### src/rtl/led_strip_driver.sv
// Single-wire addressable LED strip driver: streams MAX_POS GRB pixels as
// pulse-width coded bits, MSB first, then holds the line low for the latch gap.
module led_strip_driver #(
    parameter int MAX_POS = 109,
    parameter int T0H     = 17,
    parameter int T1H     = 35,
    parameter int T_BIT   = 63,
    parameter int T_LATCH = 3000,
    localparam int IDX_W  = (MAX_POS > 1) ? $clog2(MAX_POS) : 1
) (
    input  logic             clk,
    input  logic             rst_n,
    input  logic             refresh,
    input  logic [7:0]       led_green_intensity,
    input  logic [7:0]       led_red_intensity,
    input  logic [7:0]       led_blue_intensity,
    output logic [IDX_W-1:0] current_led,
    output logic             data_out,
    output logic             busy,
    output logic             frame_done,
    output logic [1:0]       dbg_state_o
);

    typedef enum logic [1:0] {
        IDLE  = 2'd0,
        LOAD  = 2'd1,
        SEND  = 2'd2,
        LATCH = 2'd3
    } state_t;

    localparam int BW = (T_BIT > 1) ? $clog2(T_BIT) : 1;
    localparam int LW = (T_LATCH > 1) ? $clog2(T_LATCH) : 1;

    localparam logic [BW-1:0]    BIT_LAST = BW'(T_BIT - 1);
    localparam logic [BW-1:0]    T0H_C    = BW'(T0H);
    localparam logic [BW-1:0]    T1H_C    = BW'(T1H);
    localparam logic [LW-1:0]    LAT_LAST = LW'(T_LATCH - 1);
    localparam logic [LW-1:0]    LAT_PRE  = LW'(T_LATCH - 2);
    localparam logic [IDX_W-1:0] IDX_LAST = IDX_W'(MAX_POS - 1);
    localparam logic [4:0]       BIT_IDX_LAST = 5'd23;

    state_t           state_q;
    logic [23:0]      shift_q;
    logic [BW-1:0]    bit_cnt_q;
    logic [4:0]       bit_idx_q;
    logic [LW-1:0]    lat_cnt_q;
    logic [IDX_W-1:0] led_q;
    logic             data_q;
    logic             busy_q;
    logic             done_q;

    logic [BW-1:0]    bit_cnt_d;
    logic [BW-1:0]    hi_len;
    logic [IDX_W-1:0] led_d;
    logic [23:0]      pixel;

    assign bit_cnt_d = bit_cnt_q + 1'b1;
    assign hi_len    = shift_q[23] ? T1H_C : T0H_C;
    // The pixel index doubles as the "pixels remaining" counter: it wraps to
    // zero exactly when the last pixel has been loaded.
    assign led_d     = (led_q == IDX_LAST) ? '0 : led_q + 1'b1;
    assign pixel     = {led_green_intensity, led_red_intensity, led_blue_intensity};

    // Outputs are registered, so each branch writes the value data_out must
    // carry in the following cycle; every bit starts high since T0H > 0.
    always_ff @(posedge clk or negedge rst_n) begin
        if (!rst_n) begin
            state_q   <= IDLE;
            shift_q   <= '0;
            bit_cnt_q <= '0;
            bit_idx_q <= '0;
            lat_cnt_q <= '0;
            led_q     <= '0;
            data_q    <= 1'b0;
            busy_q    <= 1'b0;
            done_q    <= 1'b0;
        end else begin
            done_q <= 1'b0;
            case (state_q)
                IDLE: begin
                    if (refresh) begin
                        state_q <= LOAD;
                        busy_q  <= 1'b1;
                    end
                end
                LOAD: begin
                    shift_q   <= pixel;
                    led_q     <= led_d;
                    bit_cnt_q <= '0;
                    bit_idx_q <= '0;
                    data_q    <= 1'b1;
                    state_q   <= SEND;
                end
                SEND: begin
                    if (bit_cnt_q != BIT_LAST) begin
                        bit_cnt_q <= bit_cnt_d;
                        data_q    <= (bit_cnt_d < hi_len);
                    end else begin
                        bit_cnt_q <= '0;
                        if (bit_idx_q != BIT_IDX_LAST) begin
                            shift_q   <= {shift_q[22:0], 1'b0};
                            bit_idx_q <= bit_idx_q + 5'd1;
                            data_q    <= 1'b1;
                        end else if (led_q != '0) begin
                            shift_q   <= pixel;
                            led_q     <= led_d;
                            bit_idx_q <= '0;
                            data_q    <= 1'b1;
                        end else begin
                            state_q   <= LATCH;
                            lat_cnt_q <= '0;
                            data_q    <= 1'b0;
                            done_q    <= (T_LATCH == 1);
                        end
                    end
                end
                LATCH: begin
                    if (lat_cnt_q != LAT_LAST) begin
                        lat_cnt_q <= lat_cnt_q + 1'b1;
                        done_q    <= (lat_cnt_q == LAT_PRE);
                    end else if (refresh) begin
                        // Held refresh chains straight into the next frame.
                        lat_cnt_q <= '0;
                        state_q   <= LOAD;
                    end else begin
                        lat_cnt_q <= '0;
                        busy_q    <= 1'b0;
                        state_q   <= IDLE;
                    end
                end
                default: state_q <= IDLE;
            endcase
        end
    end

    assign current_led = led_q;
    assign data_out    = data_q;
    assign busy        = busy_q;
    assign frame_done  = done_q;
    assign dbg_state_o = state_q;

endmodule
### config.mk
export PLATFORM = sky130hd
export DESIGN_NAME = led_strip_driver
export DESIGN_NICKNAME = d
export VERILOG_FILES = /design/src/rtl/led_strip_driver.sv
export SDC_FILE = /design/constraint.sdc
export NUM_CORES = 1
export LEC_CHECK = 0
export CAP_MARGIN = 15
export CELL_PAD_IN_SITES_DETAIL_PLACEMENT = 2
export CELL_PAD_IN_SITES_GLOBAL_PLACEMENT = 2
export CORE_MARGIN = 1.5
export CORE_UTILIZATION = 37
export DETAILED_ROUTE_END_ITERATION = 7
export PLACE_DENSITY_LB_ADDON = 0.3
export SLEW_MARGIN = 20
export SYNTH_ARGS = -nofsm -noshare
export SYNTH_HDL_FRONTEND = slang
export SYNTH_SLANG_ARGS = --single-unit
export TNS_END_PERCENT = 10
### constraint.sdc
create_clock -name clk -period 4.6 [get_ports clk]
set_clock_uncertainty 0.1 [all_clocks]
set_input_delay 0.92 -clock clk [delete_from_list [all_inputs] [get_ports clk]]
set_output_delay 0.92 -clock clk [all_outputs]
set_load 0.005 [all_outputs]
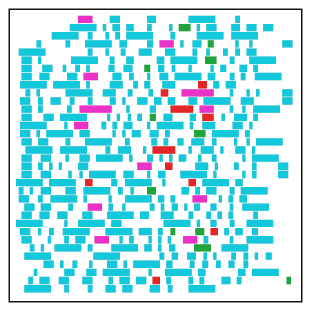
Run 1: drive-strength map
Scale: 3 px per um.
_6 and larger: in magenta, cells 12, most used clkbuf_8. _3 and _4 cells: in red, cells 10, most used buf_4. _2 cells: in green, cells 11, most used mux2_2. _0 and _1 cells: in cyan, cells 362, most used dfrtp_1.
cell area after layout: 3970 um^2
area growth from synthesis to layout: 21.5%
Repair and plain buffers: 42
Setup WS post-layout: 1.46 ns

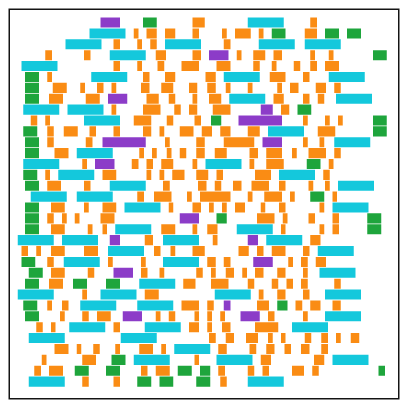
Run 1: cell classes on the final placement
Scale: 4 px per um.
flops: in cyan, cells 59, share of their area 38%. combinational and other logic: in orange, cells 278, share of their area 45%. clock drivers and dummy loads: in purple, cells 16, share of their area 5.9%. other buffers and delay cells: in green, cells 42, share of their area 11%.
Rows: 34
fraction of area in registers: 37.2%

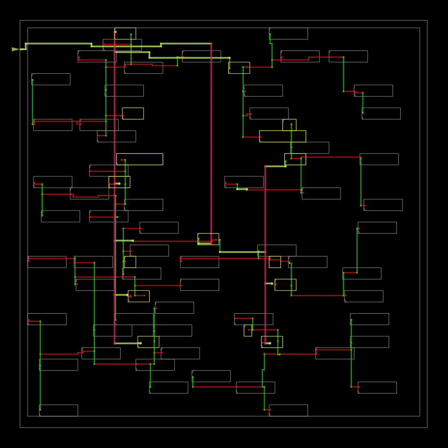
Run 1: the clock network
clock network power: 0.552 mW
# clk buffers: 10
clock tree sinks: 59

-- run 1: cell usage in the layout, fill, tap and decap left out, drive strengths merged, types with 3 or more instances in the layout --
cell	netlist	final
a21oi	33	33
a31oi	3	3
and3	6	6
buf	2	5
clkbuf	15	10
clkdlybuf4s50	0	37
dfrtp	59	59
ha	13	13
inv	18	18
mux2	3	3
mux2i	25	25
nand2	22	22
nand2b	3	3
nand3	18	18
nand4	6	6
nor2	46	46
nor3	5	5
o21ai	29	29
o31ai	7	7
o41ai	4	4
or2	3	3
xnor2	3	3
-- run 1: cells by family after synthesis --
logic type / synth area share [%]
AND-OR/OR-AND: 16.8
buffers and inverters: 4.48
AND/OR/NAND/NOR: 18.8
XOR/XNOR: 1.07
multiplexers: 8.69
adder cells (fa/ha/maj): 4.98
flip-flops: 45.2
-- run 1: worst max path at each step --
stage / from / endpoint / cells after the start
floorplan: dbg_state_o[0] / shift_q[19] / 8
global placement: dbg_state_o[0] / lat_cnt_q[7] / 6
detailed placement: dbg_state_o[0] / lat_cnt_q[7] / 6
CTS: dbg_state_o[0] / lat_cnt_q[0] / 6
global route: dbg_state_o[0] / lat_cnt_q[11] / 6
finish: dbg_state_o[0] / lat_cnt_q[0] / 6
-- run 1: power by group through the flow --
stage / Combinational (mW) / Sequential, mW / Clock, mW
floorplan: 0.659 / 0.768 / 0
global placement: 0.888 / 0.796 / 0
detailed placement: 0.937 / 0.810 / 0
CTS: 0.966 / 0.806 / 0.565
global route: 1.06 / 0.826 / 0.579
finish: 0.949 / 0.805 / 0.552
-- run 1: cell type report --
type                    instances  area (um^2)
repair buffers                 42          405
fillers                       947         4670
flip-flops and latches         59         1480
inverters                      18         67.6
multi-input cells             260         1660
well taps                     108          135
clock inverters                 6         88.8
clock buffers                  10          138
-- run 1: per-layer routing --
layer	vias to the layer above	track usage, %	part of all wire, %
li1	1326	-	-
met1	1412	25.6	45
met2	45	36.6	50
met3	16	4.19	2.7
met4	0	9.25	2.2
met5	-	0	0
-- run 1: through the flow --
step / utilization [%] / instance area [um^2] / hold WS (ns) / cells
3_3_place_gp: 43.3 / 3740 / 0.409 / 487
2_1_floorplan: - / 3270 / 0.376 / 354
6_report: 46.0 / 3970 / 0.433 / 503
3_5_place_dp: 43.3 / 3740 / 0.421 / 487
4_1_cts: 46.0 / 3970 / 0.433 / 503
5_1_grt: 46.0 / 3970 / 0.449 / 503
-- run 1: flip-flops by register name, indices dropped and copies added, names as in the netlist, 2 cells and up --
name	cells
bit_cnt_q	6
bit_idx_q	5
current_led	7
dbg_state_o	2
lat_cnt_q	12
shift_q	24
-- run 1: critical path, delay by kind of cell, from the launching register on --
family	cells	cell delay, ns
flip-flops	1	0.46
buffers and inverters	1	0.12
AND/OR/NAND/NOR	2	1.16
adder cells (fa/ha/maj)	1	0.49
AND-OR/OR-AND	2	0.66
==> summary.rpt, run 1 <==
RUN METRICS
----------------------------------------------------
[Run status]
  Status ........................ completed

[Placed design]
  HPWL Detailed ........................ 6.10 mm
  Total of buffers placed on input and output ports ........................ 38
  Worst setup timing slack at the placement stage ........................ approximately 1.5 ns

[Clock tree]
  CTS H-tree lvls ........................ 3
  Post-CTS setup-driven buffer insertion count ........................ 0
  Cell at the root of the clock tree ........................ sky130_fd_sc_hd__clkbuf_8
  CTS clock-pin slew for the worst setup and hold paths ........................ 0.07 ns
  Clk_lat worst skew ........................ about 0.36 ns
  Post-cts gate resize count ........................ 0
  Total of hold buffers inserted after clock tree synthesis ........................ 0
  Maximum root-to-sink buffer count ........................ 2

[Critical path]
  Category of the most critical setup path ........................ register to register
  Number of cell instances on the worst register-to-register path ........................ 6
  Biggest cell delay along the critical path ........................ about 0.59 ns
  Cell with the largest stage delay on the worst path ........................ sky130_fd_sc_hd__nand2_2
  Worst setup SP type ........................ register
  Worst-path cell chain ........................ inv_1 > ha_1 > nand2_2 > o21ai_2 > or2_0 > o21ai_0
  Worst R2R Start ........................ dbg_state_o[0]
  Worst reg2reg endpoint ........................ lat_cnt_q[0]
  Critical path capture point type ........................ register
  Critical path data required time ........................ about 4.7 ns
  Worst-case register-to-register setup slack ........................ between 1 and 1.5 ns
  Maximum net fanout on the critical path ........................ 27

[Routing]
  Drt total wl ........................ between 9 and 10 mm
  Antenna Nets Post-Route ........................ 0
  First drt pass iteration count ........................ 4
  Total DRC errors in the routed layout ........................ 0
  Total via count after detailed routing ........................ approximately 2800
  Starting DRC count in detailed routing ........................ 70
  Via density per instance ........................ approximately 5.6

[Power and ir drop]
  PwrDens ........................ roughly 580 nW/um^2
  Design internal power ........................ roughly 1.4 mW
  Comb power frac ........................ ~40%
  Overall Power ........................ 2.31 mW
  Fraction of power consumed by the clock network ........................ between 20% and 30%
  Standby leakage power ........................ about 1.7 nW
  Psw ........................ ~0.92 mW
  Share of total power in sequential cells ........................ between 30% and 40%
  Switching Fraction ........................ 40.0%

[GRT]
  Global-route total usage across every layer ........................ roughly a fifth
  Aggregate global routing overflow ........................ 0
  Vias in the first global route ........................ ~3000
  Initial antenna violation count ........................ 0
  First-pass GRT wire length ........................ 15.8 mm

[STA]
  Min Clock Period, post-route ........................ 3.14 ns
  Slew headroom ........................ about half
  Final max-slew violation count ........................ 0
  Final clock period utilization by the worst path ........................ 68.3%
  Transition time at the pin with the least slew margin ........................ between 0.7 and 0.8 ns
  Setup violations, final ........................ 0
  Setup repair after global routing missed its margin ........................ false
  Upper clock frequency limit ........................ 0.318 GHz
  Final-layout setup total negative slack ........................ 0 ns

[Die]
  Area of the die ........................ 9410 um^2
  Floorplan Core Area ........................ roughly 8600 um^2
  Horizontal die dimension ........................ just under 100 um
  Core Util at FP ........................ 37.8%
  Count of boundary I/O pins ........................ 39
  Die height ........................ 97.0 um

[Worst hold path]
  Capture endpoint of the worst hold path ........................ shift_q[4]
  Start point of the worst min-delay path ........................ shift_q[4]
  Cell depth of the worst hold path ........................ 2

[Synthesis]
  Yosys top cell area share ........................ between 40% and 50%
  Post-synth design cell area ........................ ~3300 um^2
  Most used DFF post-synth ........................ sky130_fd_sc_hd__dfrtp_1
  Net count entering floorplan ........................ around 400
  YS warnings ........................ 0
  Post-synthesis register bit count ........................ 59
  # Cells Yosys ........................ 354
  Unique cell types ........................ approximately 48
  Synth area leader ........................ sky130_fd_sc_hd__dfrtp_1
  Average footprint of a synthesized cell ........................ just over 9 um^2
  Largest cells by area ........................ sky130_fd_sc_hd__dfrtp_1 (45%), sky130_fd_sc_hd__mux2i_1 (7.7%), sky130_fd_sc_hd__nor2_1 (5.3%), sky130_fd_sc_hd__a21oi_1 (5.1%), sky130_fd_sc_hd__ha_1 (5.0%)
  Cell with the most instances after synthesis ........................ sky130_fd_sc_hd__dfrtp_1
  Number of instances in the synthesized netlist ........................ 354

[Run]
  Tool warnings ........................ 32
  Number of max-capacitance violations reported ........................ 0

[Finish]
  Count of antenna diodes in the layout ........................ 0
  Share of layout cells above drive strength 1 ........................ between 8 and 9%

----------------------------------------------------
Run 1, the metal 3 layer:
Scale: 4 px per um. Cells faint in the background.
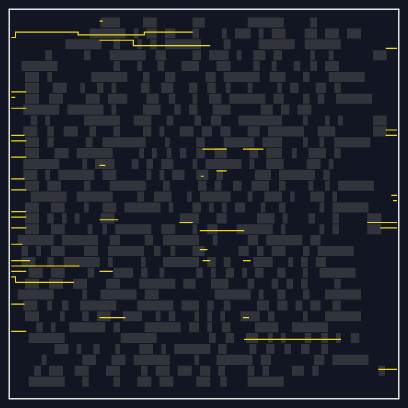

==> run 2, diff against run 1 <==
CORE_UTILIZATION = 31   (was 37)
clock period = 2.8 ns   (was 4.6 ns; I/O delays follow)
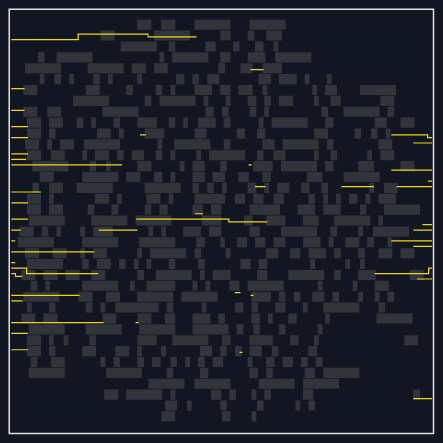
Run 2: the metal 3 layer
Scale: 4 px per um. Cells faint in the background.
The wires run mostly horizontal. The longest straight run is 27.4 um. The layer holds 4.0% of the routed length. The layer carries 350 um of wire.
total via count after detailed routing: 2759
drt total wl: 8.68 mm
met3 track demand over resource in global routing: 3.65%

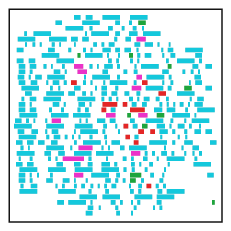
Run 2: drive-strength map
Scale: 2 px per um.
_6 and larger: in magenta, cells 12, most used clkbuf_8. _3 and _4 cells: in red, cells 13, most used buf_4. _2 cells: in green, cells 11, most used mux2_2. _0 and _1 cells: in cyan, cells 362, most used dfrtp_1.
Setup WS post-layout: 0.307 ns
cell area after layout: 4020 um^2

==> run 2 against run 1 <==
Against the previous run: via count decreased by 1.4%; critical path type unchanged; combinational power increased by 62%; first-iteration DRC count increased by 1.4%; largest cell class unchanged; highest routed layer unchanged.
==> summary.rpt, run 2 <==
RUN METRICS
----------------------------------------------------
[Run status]
  Status ........................ completed (unchanged)

[Clock tree]
  Post-cts gate resize count ........................ 0 (unchanged)
  Post-CTS setup-driven buffer insertion count ........................ 0 (unchanged)
  Clk_lat worst skew ........................ 0.35 ns (was 0.36 ns)
  Total of hold buffers inserted after clock tree synthesis ........................ 0 (unchanged)
  Cell at the root of the clock tree ........................ sky130_fd_sc_hd__clkbuf_8 (unchanged)
  CTS clock-pin slew for the worst setup and hold paths ........................ 0.09 ns (was 0.07 ns)
  CTS H-tree lvls ........................ 3 (unchanged)
  Clock tree from TritonCTS ........................ built (unchanged)
  Clock tree sinks ........................ 59 (unchanged)
  Maximum root-to-sink buffer count ........................ 2 (unchanged)

[Finish]
  Area growth from synthesis to layout ........................ 22.9% (was 21.5%)
  Register with the highest flop count ........................ shift_q (unchanged)
  Highest-count logic cell in the final layout ........................ sky130_fd_sc_hd__dfrtp_1 (unchanged)
  Max FFs per register ........................ 24 (unchanged)
  Count of antenna diodes in the layout ........................ 0 (unchanged)
  Share of layout cells above drive strength 1 ........................ 9.05% (was 8.35%)
  Top library cells by usage in the layout, fill and taps aside ........................ sky130_fd_sc_hd__dfrtp_1 (59), sky130_fd_sc_hd__nor2_1 (46), sky130_fd_sc_hd__clkdlybuf4s50_1 (37), sky130_fd_sc_hd__a21oi_1 (33), sky130_fd_sc_hd__o21ai_0 (28) (unchanged)
  Post-Layout Cell Count ........................ 534 (was 503)
  Comb gate area ........................ 1660 um^2 (unchanged)
  Final layout net count ........................ 433 (was 430)
  Fill cell instance count of the final layout ........................ 1146 (was 947)
  Register Area ........................ 1480 um^2 (unchanged)

[Synthesis]
  Number of instances in the synthesized netlist ........................ 354 (unchanged)
  Unique cell types ........................ 48 (unchanged)
  YS warnings ........................ 0 (unchanged)
  Most used DFF post-synth ........................ sky130_fd_sc_hd__dfrtp_1 (unchanged)
  Cell with the most instances after synthesis ........................ sky130_fd_sc_hd__dfrtp_1 (unchanged)
  # Cells Yosys ........................ 354 (unchanged)
  Post-synthesis register bit count ........................ 59 (unchanged)
  Most frequent cells after synthesis ........................ sky130_fd_sc_hd__dfrtp_1 (59), sky130_fd_sc_hd__nor2_1 (46), sky130_fd_sc_hd__a21oi_1 (33) (unchanged)
  Average footprint of a synthesized cell ........................ 9.23 um^2 (unchanged)
  EDFF count, synth ........................ 0 (unchanged)
  Synth area leader ........................ sky130_fd_sc_hd__dfrtp_1 (unchanged)
  Net count entering floorplan ........................ 394 (unchanged)
  Largest cells by area ........................ sky130_fd_sc_hd__dfrtp_1 (45%), sky130_fd_sc_hd__mux2i_1 (7.7%), sky130_fd_sc_hd__nor2_1 (5.3%), sky130_fd_sc_hd__a21oi_1 (5.1%), sky130_fd_sc_hd__ha_1 (5.0%) (unchanged)
  Post-synth design cell area ........................ 3270 um^2 (unchanged)
  Yosys top cell area share ........................ 45.2% (unchanged)

[GRT]
  Vias in the first global route ........................ 2939 (was 3074)
  Aggregate global routing overflow ........................ 0 (unchanged)
  Initial antenna violation count ........................ 0 (unchanged)
  Global-route total usage across every layer ........................ 16.8% (was 21.2%)
  First-pass GRT wire length ........................ 14.8 mm (was 15.8 mm)
  Pin count of the biggest net entering global routing ........................ 53 (unchanged)

[Critical path]
  Critical path capture point type ........................ register (unchanged)
  Category of the most critical setup path ........................ register to register (unchanged)
  Maximum net fanout on the critical path ........................ 10 (was 27)
  Worst setup SP type ........................ register (unchanged)
  Worst-case register-to-register setup slack ........................ 0.31 ns (was 1.46 ns)
  Critical path data required time ........................ 2.90 ns (was 4.71 ns)

[Die]
  Horizontal die dimension ........................ 106 um (was 97.0 um)
  Area of the die ........................ 11200 um^2 (was 9410 um^2)
  Rows ........................ 37 (was 34)
  Core Util at FP ........................ 31.8% (was 37.8%)
  Die height ........................ 106 um (was 97.0 um)
  Count of boundary I/O pins ........................ 39 (unchanged)

[Worst hold path]
  Classification of the worst-slack hold path ........................ input pin to asynchronous set/reset pin (was register to register)

[STA]
  WHS ........................ 0.137 ns (was 0.433 ns)
  Setup repair after global routing missed its margin ........................ false (unchanged)
  Final clock period utilization by the worst path ........................ 89.0% (was 68.3%)
  Transition time at the pin with the least slew margin ........................ 0.677 ns (was 0.776 ns)
  Slew headroom ........................ 54.9% (was 48.1%)
  Min Clock Period, post-route ........................ 2.49 ns (was 3.14 ns)
  Final-layout setup total negative slack ........................ 0 ns (unchanged)
  Setup violations, final ........................ 0 (unchanged)
  Upper clock frequency limit ........................ 0.401 GHz (was 0.318 GHz)
  Final max-slew violation count ........................ 0 (unchanged)
  Count of final hold-check violations ........................ 0 (unchanged)

[Routing]
  Via density per instance ........................ 5.17 (was 5.56)
  Antenna Nets Post-Route ........................ 0 (unchanged)
  First drt pass iteration count ........................ 4 (unchanged)
  Starting DRC count in detailed routing ........................ 71 (was 70)
  Total DRC errors in the routed layout ........................ 0 (unchanged)

[Placed design]
  Worst setup timing slack at the placement stage ........................ 0.312 ns (was 1.47 ns)
  RePlAce Congestion ........................ 0.730 (was 0.751)
  HPWL Detailed ........................ 6.12 mm (was 6.10 mm)
  Count of placed standard cells including taps ........................ 518 (was 487)
  Total of buffers placed on input and output ports ........................ 38 (unchanged)

[Power and ir drop]
  Comb power frac ........................ 42.1% (was 41.1%)
  Worst ir drop on vdd ........................ 331 uV (was 222 uV)
  Standby leakage power ........................ 1.75 nW (was 1.74 nW)
  Fraction of power consumed by the clock network ........................ 22.1% (was 23.9%)
  Switching Fraction ........................ 40.3% (was 40.0%)
  Psw ........................ 1.48 mW (was 0.922 mW)
  Share of total power in sequential cells ........................ 35.8% (was 34.9%)
  Design internal power ........................ 2.18 mW (was 1.38 mW)
  PwrDens ........................ 911 nW/um^2 (was 581 nW/um^2)

[Run]
  Number of max-capacitance violations reported ........................ 0 (unchanged)
  Tool warnings ........................ 32 (unchanged)

----------------------------------------------------
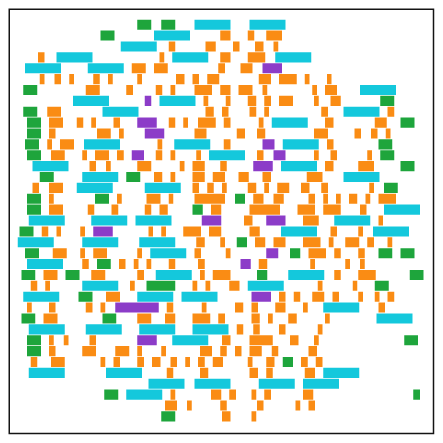
Run 2: cell classes on the final placement
Scale: 4 px per um.
clock drivers and dummy loads: in purple, cells 16, share of their area 5.2%. other buffers and delay cells: in green, cells 45, share of their area 11%. flops: in cyan, cells 59, share of their area 38%. combinational and other logic: in orange, cells 278, share of their area 45%.
final core utilization: 39.1%
Floorplan Core Area: 10300 um^2
fraction of area in registers: 36.8%

run 2: final cells by class:
class                   instances  share of cell area [%]
multi-input cells             260                    41.3
flip-flops and latches         59                    36.8
repair buffers                 45                    11.0
well taps                     136                    4.24
clock buffers                   9                    3.09
clock inverters                 7                    1.93
inverters                      18                    1.68
run 2: kinds of logic (layout without fill, tap and decap cells):
kind of cell	count (synthesis)	after routing	synth area share [%]
compound gates	91	91	16.8
buf+inv	35	79	4.48
xor+xnor	4	4	1.07
flops	59	59	45.2
mux	28	28	8.69
fa+ha+maj	13	13	4.98
simple gates	124	124	18.8
run 2: power groups by stage:
stage	sequential [mW]	clock [mW]	combinational [mW]
after floorplan	1.26	0	1.08
after global placement	1.31	0	1.50
after detailed placement	1.33	0	1.57
after CTS	1.31	0.847	1.58
after global routing	1.35	0.880	1.74
final	1.31	0.810	1.54
run 2: final timing paths:
path | startpoint | end | depth (start not counted)
max in group asynchronous | rst_n | current_led[3] | 2
min | rst_n | lat_cnt_q[6] | 1
max reg2reg | lat_cnt_q[3] | lat_cnt_q[11] | 4
min reg2reg | shift_q[21] | shift_q[21] | 2
max | lat_cnt_q[3] | lat_cnt_q[11] | 4
min in group clk | shift_q[21] | shift_q[21] | 2
run 2: layer usage:
| layer | track usage [%] | vias to the layer above | part of all wire, % |
|---|---|---|---|
| met4 | 7.24 | 0 | 1.9 |
| met3 | 3.65 | 12 | 4.0 |
| met1 | 22.2 | 1350 | 48 |
| met5 | 0 | - | 0 |
| li1 | - | 1349 | - |
| met2 | 26.3 | 48 | 46 |
run 2: critical path, stage by stage, from the launching register on:
cell                      delay, ns
sky130_fd_sc_hd__dfrtp_1       0.47
sky130_fd_sc_hd__or3b_2        0.49
sky130_fd_sc_hd__o41ai_2       0.47
sky130_fd_sc_hd__or2_0         0.61
sky130_fd_sc_hd__o21ai_0       0.20
run 2: per-stage QoR:
stage	cell area, um^2	power, mW
floorplan	3270	2.34
global placement	3810	2.81
detailed placement	3810	2.90
CTS	4020	3.74
global route	4020	3.97
finish	4020	3.66
Power and IR drop assume default switching activity.
